## src/rtl/a8_mc_core.sv

```systemverilog
// ============================================================================
// a8_mc_core
// ----------------------------------------------------------------------------
// Multicycle program core. A program is loaded into instruction memory over
// a simple write port. It then runs on an internal register file through a
// FETCH -> DECODE -> EXEC sequence, taking 3 cycles per instruction. Results
// of OUT instructions are streamed out as valid-qualified words.
//
// Instruction word: op[15:12] rd[11:8] rs[7:4] rt/imm[3:0]
//   0 NOP   1 ADD   2 SUB   3 AND   4 OR   5 ADDI (zero-extended imm)
//   6 BEQZ  (branch if R[rs]==0, target PC+1+sext(imm))
//   7 OUT   (result = R[rs])
//   F HALT
//   8..E behave as NOP
//
// Ports
//   clk           in   1       rising-edge clock
//   reset         in   1       asynchronous reset, active low
//   start         in   1       begin execution at PC=0 (accepted in IDLE/HALT)
//   prog_we       in   1       instruction memory write enable (IDLE/HALT only)
//   prog_addr     in   IA_W    instruction memory write address
//   prog_data     in   16      instruction word to write
//   busy          out  1       core is executing (FETCH/DECODE/EXEC)
//   halted        out  1       core has executed HALT
//   pc_out        out  IA_W    current program counter
//   result        out  DATA_W  value of the most recent OUT
//   result_valid  out  1       one-cycle pulse per OUT
// ============================================================================
module a8_mc_core #(
   parameter  int DATA_W     = 32,
   parameter  int NREG       = 8,
   parameter  int IMEM_DEPTH = 16,
   localparam int IA_W       = $clog2(IMEM_DEPTH)
) (
   input  logic              clk,
   input  logic              reset,
   input  logic              start,
   input  logic              prog_we,
   input  logic [IA_W-1:0]   prog_addr,
   input  logic [15:0]       prog_data,
   output logic              busy,
   output logic              halted,
   output logic [IA_W-1:0]   pc_out,
   output logic [DATA_W-1:0] result,
   output logic              result_valid
);

   localparam int         RI_W   = (NREG > 1) ? $clog2(NREG) : 1;
   localparam logic [4:0] NREG_L = 5'(NREG);

   localparam logic [3:0] OP_ADD  = 4'h1;
   localparam logic [3:0] OP_SUB  = 4'h2;
   localparam logic [3:0] OP_AND  = 4'h3;
   localparam logic [3:0] OP_OR   = 4'h4;
   localparam logic [3:0] OP_ADDI = 4'h5;
   localparam logic [3:0] OP_BEQZ = 4'h6;
   localparam logic [3:0] OP_OUT  = 4'h7;
   localparam logic [3:0] OP_HALT = 4'hF;

   typedef enum logic [2:0] {
      S_IDLE,
      S_FETCH,
      S_DECODE,
      S_EXEC,
      S_HALT
   } state_t;

   state_t            state_q, state_d;

   logic [15:0]       imem [IMEM_DEPTH];
   logic [DATA_W-1:0] regs [NREG];
   logic [IA_W-1:0]   pc_q;

   logic [15:0]       ir_p0;
   logic [DATA_W-1:0] opa_p1, opb_p1;

   logic [3:0]        op, rd, rs, rt;
   logic              load_ok;
   logic              wr_en;
   logic [DATA_W-1:0] wr_data;
   logic              br_taken;

   assign op = ir_p0[15:12];
   assign rd = ir_p0[11:8];
   assign rs = ir_p0[7:4];
   assign rt = ir_p0[3:0];

   // Program load and start are only accepted while the core is not running.
   assign load_ok = (state_q == S_IDLE) || (state_q == S_HALT);

   // Register indices may exceed NREG; those read as 0 and are never written.
   function automatic logic reg_ok(input logic [3:0] idx);
      return ({1'b0, idx} < NREG_L);
   endfunction

   function automatic logic [DATA_W-1:0] rd_reg(input logic [3:0] idx);
      if ((idx == 4'h0) || !reg_ok(idx))
         return '0;
      return regs[idx[RI_W-1:0]];
   endfunction

   // All arithmetic wraps modulo 2^DATA_W; no flags are kept.
   function automatic logic [DATA_W-1:0] alu(input logic [3:0]        opc,
                                             input logic [DATA_W-1:0] a,
                                             input logic [DATA_W-1:0] b);
      case (opc)
         OP_ADD, OP_ADDI: return a + b;
         OP_SUB:          return a - b;
         OP_AND:          return a & b;
         OP_OR:           return a | b;
         default:         return '0;
      endcase
   endfunction

   // Branch target PC+1+sext(imm). The sum is formed wider than the PC so a
   // negative offset behaves as two's complement; truncating to IA_W gives
   // the wrap modulo IMEM_DEPTH.
   function automatic logic [IA_W-1:0] br_target(input logic [IA_W-1:0] pc,
                                                 input logic [3:0]      imm);
      logic signed [IA_W+3:0] off;
      logic signed [IA_W+3:0] base;
      logic signed [IA_W+3:0] sum;
      off  = {{IA_W{imm[3]}}, imm};
      base = {4'b0000, pc};
      sum  = base + off + (IA_W+4)'(1);
      return sum[IA_W-1:0];
   endfunction

   // ---------------------------------------------------------------------
   // Control FSM
   // ---------------------------------------------------------------------
   always_ff @(posedge clk or negedge reset) begin
      if (!reset)
         state_q <= S_IDLE;
      else
         state_q <= state_d;
   end

   always_comb begin
      state_d = state_q;
      busy    = 1'b0;
      halted  = 1'b0;
      case (state_q)
         S_IDLE: begin
            if (start)
               state_d = S_FETCH;
         end
         S_FETCH: begin
            busy    = 1'b1;
            state_d = S_DECODE;
         end
         S_DECODE: begin
            busy    = 1'b1;
            state_d = S_EXEC;
         end
         S_EXEC: begin
            busy    = 1'b1;
            state_d = (op == OP_HALT) ? S_HALT : S_FETCH;
         end
         S_HALT: begin
            halted = 1'b1;
            if (start)
               state_d = S_FETCH;
         end
         default: state_d = S_IDLE;
      endcase
   end

   // Instruction memory is not reset; a loaded program survives reset. A
   // write accepted together with start lands at this edge, before the
   // following FETCH reads it.
   always_ff @(posedge clk) begin
      if (prog_we && load_ok)
         imem[prog_addr] <= prog_data;
   end

   // ---------------------------------------------------------------------
   // Stage p0: FETCH -- instruction register
   // Stage p1: DECODE -- operand read (ADDI substitutes the zero-extended
   //           immediate for the rt operand)
   // ---------------------------------------------------------------------
   always_ff @(posedge clk) begin
      if (state_q == S_FETCH)
         ir_p0 <= imem[pc_q];
      if (state_q == S_DECODE) begin
         opa_p1 <= rd_reg(rs);
         opb_p1 <= (op == OP_ADDI) ? DATA_W'(rt) : rd_reg(rt);
      end
   end

   // ---------------------------------------------------------------------
   // Stage p2: EXEC -- writeback, PC update, result output
   // ---------------------------------------------------------------------
   always_comb begin
      wr_en    = 1'b0;
      wr_data  = alu(op, opa_p1, opb_p1);
      br_taken = (op == OP_BEQZ) && (opa_p1 == '0);
      case (op)
         OP_ADD, OP_SUB, OP_AND, OP_OR, OP_ADDI:
            wr_en = (rd != 4'h0) && reg_ok(rd);
         default: wr_en = 1'b0;
      endcase
   end

   always_ff @(posedge clk or negedge reset) begin
      if (!reset) begin
         pc_q         <= '0;
         result       <= '0;
         result_valid <= 1'b0;
         for (int i = 0; i < NREG; i++)
            regs[i] <= '0;
      end else begin
         result_valid <= 1'b0;
         if (load_ok && start)
            pc_q <= '0;
         if (state_q == S_EXEC) begin
            pc_q <= br_taken ? br_target(pc_q, rt) : pc_q + IA_W'(1);
            if (wr_en)
               regs[rd[RI_W-1:0]] <= wr_data;
            if (op == OP_OUT) begin
               result       <= opa_p1;
               result_valid <= 1'b1;
            end
         end
      end
   end

   assign pc_out = pc_q;

endmodule
```

## config.mk

```make
export PLATFORM = sky130hd
export DESIGN_NAME = a8_mc_core
export DESIGN_NICKNAME = d
export VERILOG_FILES = /design/src/rtl/a8_mc_core.sv
export SDC_FILE = /design/constraint.sdc
export NUM_CORES = 1
export LEC_CHECK = 0
export ABC_CLOCK_PERIOD_IN_PS = 6300
export CORE_MARGIN = 1
export CORE_UTILIZATION = 35
export CTS_CLUSTER_DIAMETER = 50
export DETAILED_ROUTE_END_ITERATION = 7
export PLACE_DENSITY_LB_ADDON = 0.08
export SKIP_CTS_REPAIR_TIMING = 1
export SLEW_MARGIN = 40
export SYNTH_ARGS = -nofsm -noshare
export SYNTH_HDL_FRONTEND = slang
export SYNTH_SLANG_ARGS = --single-unit
```

## constraint.sdc

```tcl
create_clock -name clk -period 6.3 [get_ports clk]
set_clock_uncertainty 0.05 [all_clocks]
set_input_delay 1.89 -clock clk [delete_from_list [all_inputs] [get_ports clk]]
set_output_delay 1.89 -clock clk [all_outputs]
set_load 0.01 [all_outputs]
```

Figure 1. Clock network drawn from the DEF (run 1).
Scale: 1 px per um.
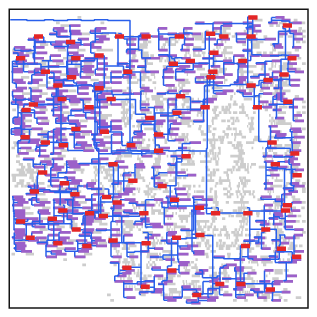
legend:
  cells driving clock nets:
    colour: red
    count: 92
  clock wires:
    colour: blue
    length: 9170 um
  flip-flops:
    colour: purple
    count: 632
routed clock nets: 93
flops lie: widely spread

Figure 2. Cell outlines without signal wires (run 1).
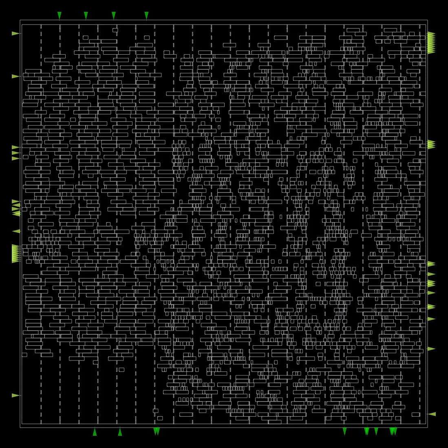
seq_cells: 632
Seq/total area: 0.490

Figure 3. Where the registers sit (run 1).
Scale: 1 px per um. Other sequential cells in the stronger grey, the rest of the logic in the fainter grey.
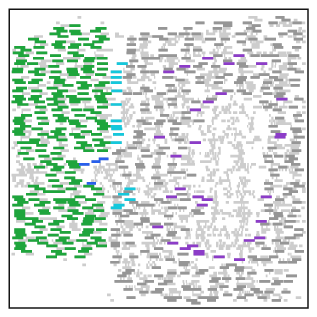
legend:
  pc_out:
    colour: blue
    flops: 4
    where: middle left
  ir_p0:
    colour: cyan
    flops: 16
  imem:
    colour: green
    flops: 256
  opb_p1:
    colour: purple
    flops: 32

==> run summary, run 1 <==
Flow results are below.

- From left edge to right edge, the die measures 297 um.
- The family with the most delay on the worst path is simple AND/OR/NAND/NOR gates, for reference.
- In this run the remaining antenna-violating nets after routing total 0.
- The endpoint identified for the worst register-to-register timing path is regs[94].
- The worst hold slack across all endpoints is 0.322 ns, for reference.
- The flow ran to the end, and the final reports show no timing, DRC or antenna violations.
- The worst setup slack before clock tree synthesis is 1.05 ns, for reference.
- The overall routing resource usage is 0.213, for reference.
- The data required time of the critical path is 6.73 ns, for reference.
- Entering global routing, the biggest net connects 112 pins.
- The cell area after placement is 32500 sq um, for reference.
- The placeable core area is 85700 sq um, for reference.
- The internal portion of total power is 11200 uW, for reference.
- The number of violations reported at the end of detailed-routing iteration 0 is ~1.5k, for reference.
- The final timing report lists a hold violation count of 0.
- The transition time at the pin with the least slew margin is between 0.8 and 0.9 ns, for reference.
- The synthesis stats list as the most numerous cell sky130_fd_sc_hd__edfxtp_1.
- At the later pin of the worst-skew pair, clock insertion delay measures 0.64 ns.
- The yosys warning tally is 0, for reference.
- Per the OpenROAD floorplan log, the height of the die is 297 um.
- Of the total synthesized cell area, the portion taken by XOR and XNOR cells is 0.0152.
- The overall die size recorded for this design is a little under 90000 sq um.
- The worst-case hold path end point is regs[225], for reference.
- The initial antenna violation count is 1.
- The share of layout cells above drive strength 1 is 0.217, for reference.
- In this run the static leakage power is 0.0136 uW.
- The share of synthesized area in the top cell type comes to 0.331.
- The sequential share of power is 0.342, for reference.
- The final setup TNS is 0 ns, for reference.
- Clock tree synthesis found a total of 632 sinks.
- The power density over the cells is 501 nW/um^2, for reference.
- The cell area that synthesis handed to floorplanning was 30500 sq um.
- Per the OpenROAD timing report, the critical path contains 14 cells.
- The complex-gate fraction of the synthesized area is 0.0998, for reference.
- The setup-violating endpoint count in the final report is 0, for reference.
- The multiplexer fraction of the synthesized cell area is 0.193, for reference.
- The total of clock buffers placed in the layout is between 100 and 150, for reference.
- The detailed router put a total of slightly above 40000 um of wire on met1.
- In this run the tightest slew margin relative to its limit is 0.429.
- The final layout contains 2401 nets.
- The leading area contributor after synthesis is sky130_fd_sc_hd__edfxtp_1, for reference.
- The post-synth count of flops with an enable pin is 336.
- The per-instance average area after synthesis is ~13 sq um, for reference.
- The report puts the cell count of the worst reg-to-reg path at 14.
- The final cell utilization of the core is 0.417, for reference.
- The count of warning messages emitted by the tools is 32, for reference.
- The number of instances on the worst hold path is 0, for reference.
- Setup repair after global routing left no endpoint under its margin.
- The startpoint of the tightest hold check path is regs[225], for reference.
- The combinational share of cell area is 0.347, for reference.
- Once detailed placement completed, the half-perimeter wirelength came to 57700 um.
- The overall power after layout is 17900 uW, for reference.
- The wire length recorded after detailed routing is approximately 93000 um.
- In the power breakdown, the biggest contributor is combinational cells.
- The fraction of registers with async set/reset is 0.468, for reference.
- The synthesized netlist has a Yosys-reported chip area of 30500 sq um.
- The share of power burned in the clock network is 0.287, for reference.
- The signal on the critical path passes through nor4_1 -> nand2_1 -> or4b_2 -> or2_2 -> o21ai_0 -> xor2_1 -> ha_1 -> inv_1 -> o21bai_1 -> a21oi_1 -> o21a_1 -> o31ai_1 -> xnor2_1 -> o221ai_1.
- By instance count after routing, the leading logic cell type is sky130_fd_sc_hd__edfxtp_1.
- The worst setup path is launched from a flip-flop.
- The register share after synthesis is 0.574, for reference.
- Among all cell classes, the greatest summed area belongs to registers.
==> inputs of run 2 (changes only) <==
--- a/config.mk
+++ b/config.mk
@@ -5,7 +5,7 @@
 export SDC_FILE = /design/constraint.sdc
 export NUM_CORES = 1
 export LEC_CHECK = 0
-export ABC_CLOCK_PERIOD_IN_PS = 6300
+export ABC_CLOCK_PERIOD_IN_PS = 4500
 export CORE_MARGIN = 1
 export CORE_UTILIZATION = 35
 export CTS_CLUSTER_DIAMETER = 50
==> constraint.sdc (replaced) <==
create_clock -name clk -period 4.5 [get_ports clk]
set_clock_uncertainty 0.05 [all_clocks]
set_input_delay 1.35 -clock clk [delete_from_list [all_inputs] [get_ports clk]]
set_output_delay 1.35 -clock clk [all_outputs]
set_load 0.01 [all_outputs]
Figure 4. Wires at chosen ports, followed through buffers (run 2).
Scale: 1.5 px per um.
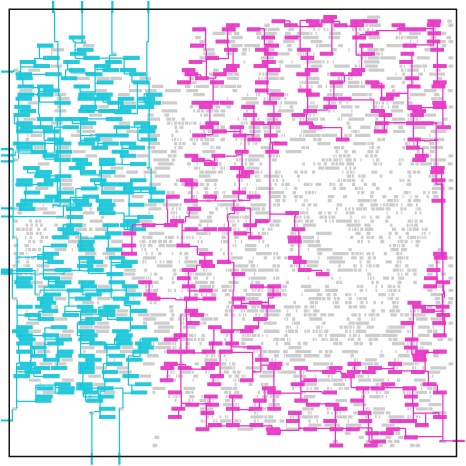
legend:
  reset:
    colour: magenta
    bits: 1
    direction: input
    edge: right
    end_cells: 296
    buffers: 9
    wire: 3070 um
  prog_data:
    colour: cyan
    bits: 16
    direction: input
    edge: 10 left, 4 top, 2 bottom
    end_cells: 256
    buffers: 16
    wire: 3040 um
input/output buffers: 62
number of top-level pins: 63

Figure 5. Cells coloured by class (run 2).
Scale: 1 px per um.
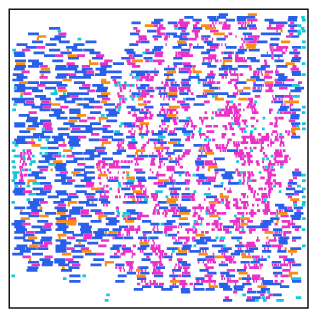
legend:
  clock drivers and dummy loads:
    colour: orange
    cells: 162
    share_of_their_area: 8.3%
  flops:
    colour: blue
    cells: 632
    share_of_their_area: 50%
  all other logic:
    colour: magenta
    cells: 1479
    share_of_their_area: 36%
  other buffers and delay cells:
    colour: cyan
    cells: 201
    share_of_their_area: 5.3%

Figure 6. Cell outlines without signal wires (run 2).
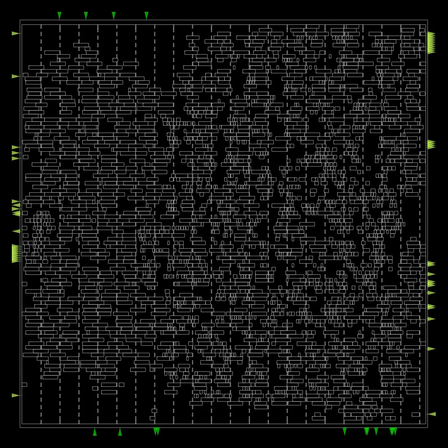
final-layout fill cell count: 7944
core region area: 85700 sq um
Cell Count, Final, Fillers Out: 3619
Seq/total area: 0.483
Row Count: 107

==> run 2 against run 1 <==
Global-route usage increased by 0.13 points. Die area unchanged. Largest cell class unchanged. Register-to-register slack got worse by 0.99 ns. Clock-buffer cell count increased by 2. Via count increased by 0.34%. Flip-flop count unchanged. Combinational power increased by 51%. Area after synthesis unchanged. Sequential power increased by 38%. Cell count increased by 1.7%. Non-clock buffer count increased by 69.
==> run summary, run 2 <==
Flow results are below.

- The run finished with clean final reports.
- In the final layout, the share of cells above drive strength 1 is 0.241.
- The data required time of the critical path is 4.96 ns, for reference.
- The cell count of the worst reg-to-reg path is 15, for reference.
- Summing all placed instances gives a cell area of 33200 sq um.
- The overall power after layout is 25400 uW, for reference.
- The total number of clock tree sinks is between 600 and 700, for reference.
- The final cell utilization of the core is 0.423, for reference.
- Counting instances, the worst hold path has a depth of 0.
- After synthesis, the share of cell area in mux cells is 0.193.
- The maximum number of pins on one net before global-route repair is 69, for reference.
- Hold timing on the final database bottoms out at a slack of about 0.33 ns.
- The most common cell after layout, fill and taps aside is sky130_fd_sc_hd__edfxtp_1, for reference.
- For this run, the post-layout net count is 2466.
- The overall routing resource usage is 0.214, for reference.
- The clock network latency to the later pin of the worst-skew pair is 0.65 ns, for reference.
- Cell internal power was estimated by the tool at around 16000 uW.
- The total number of cells along the worst setup path is 15, for reference.
- The number of violations reported at the end of detailed-routing iteration 0 is approximately 1.4k, for reference.
- The top-area cell type share of the netlist area is 0.331, for reference.
- STA classifies the critical path startpoint as a flip-flop.
- At the pin with the least slew margin, the transition time is 0.841 ns.
- Per the post-place timing report, worst setup slack is -0.0606 ns.
- In the final design, more cell area goes to registers than to any other class.
- The cell-mix breakdown from Yosys lists the compound-gate area share as 0.0998.
- The setup-violating endpoint count in the final report is 0, for reference.
- In this run the critical path is formed by or3b_2 -> or2_2 -> buf_4 -> o21ai_0 -> xor2_1 -> ha_1 -> nand2_1 -> o21ai_1 -> a211oi_2 -> a211oi_1 -> buf_4 -> o21a_1 -> a2111oi_4 -> buf_4 -> a21oi_1.
- Looking at the reg2reg group, the worst path ends at regs[124].
- The x dimension of the die is 297 um, for reference.
- The logs give a warning total of 28.
- Once detail routing completed, the nets flagged for antenna violations numbered 0.
- The power density over the cells is 700 nW/um^2, for reference.
- The power report puts the leakage power at 0.0139 uW.
- The initial antenna violation count is 1, for reference.
- The headroom to the max-slew limit is 0.439, for reference.
- The final layout report lists a clock buffer count of 117.
- The count of flip-flops with a built-in enable after synthesis is 336, for reference.
- Setup repair after global routing left no endpoint under its margin.
- The leading area contributor after synthesis is sky130_fd_sc_hd__edfxtp_1, for reference.
- The number of hold-slack violations in the final timing report is 0, for reference.
Power and IR drop assume default switching activity.
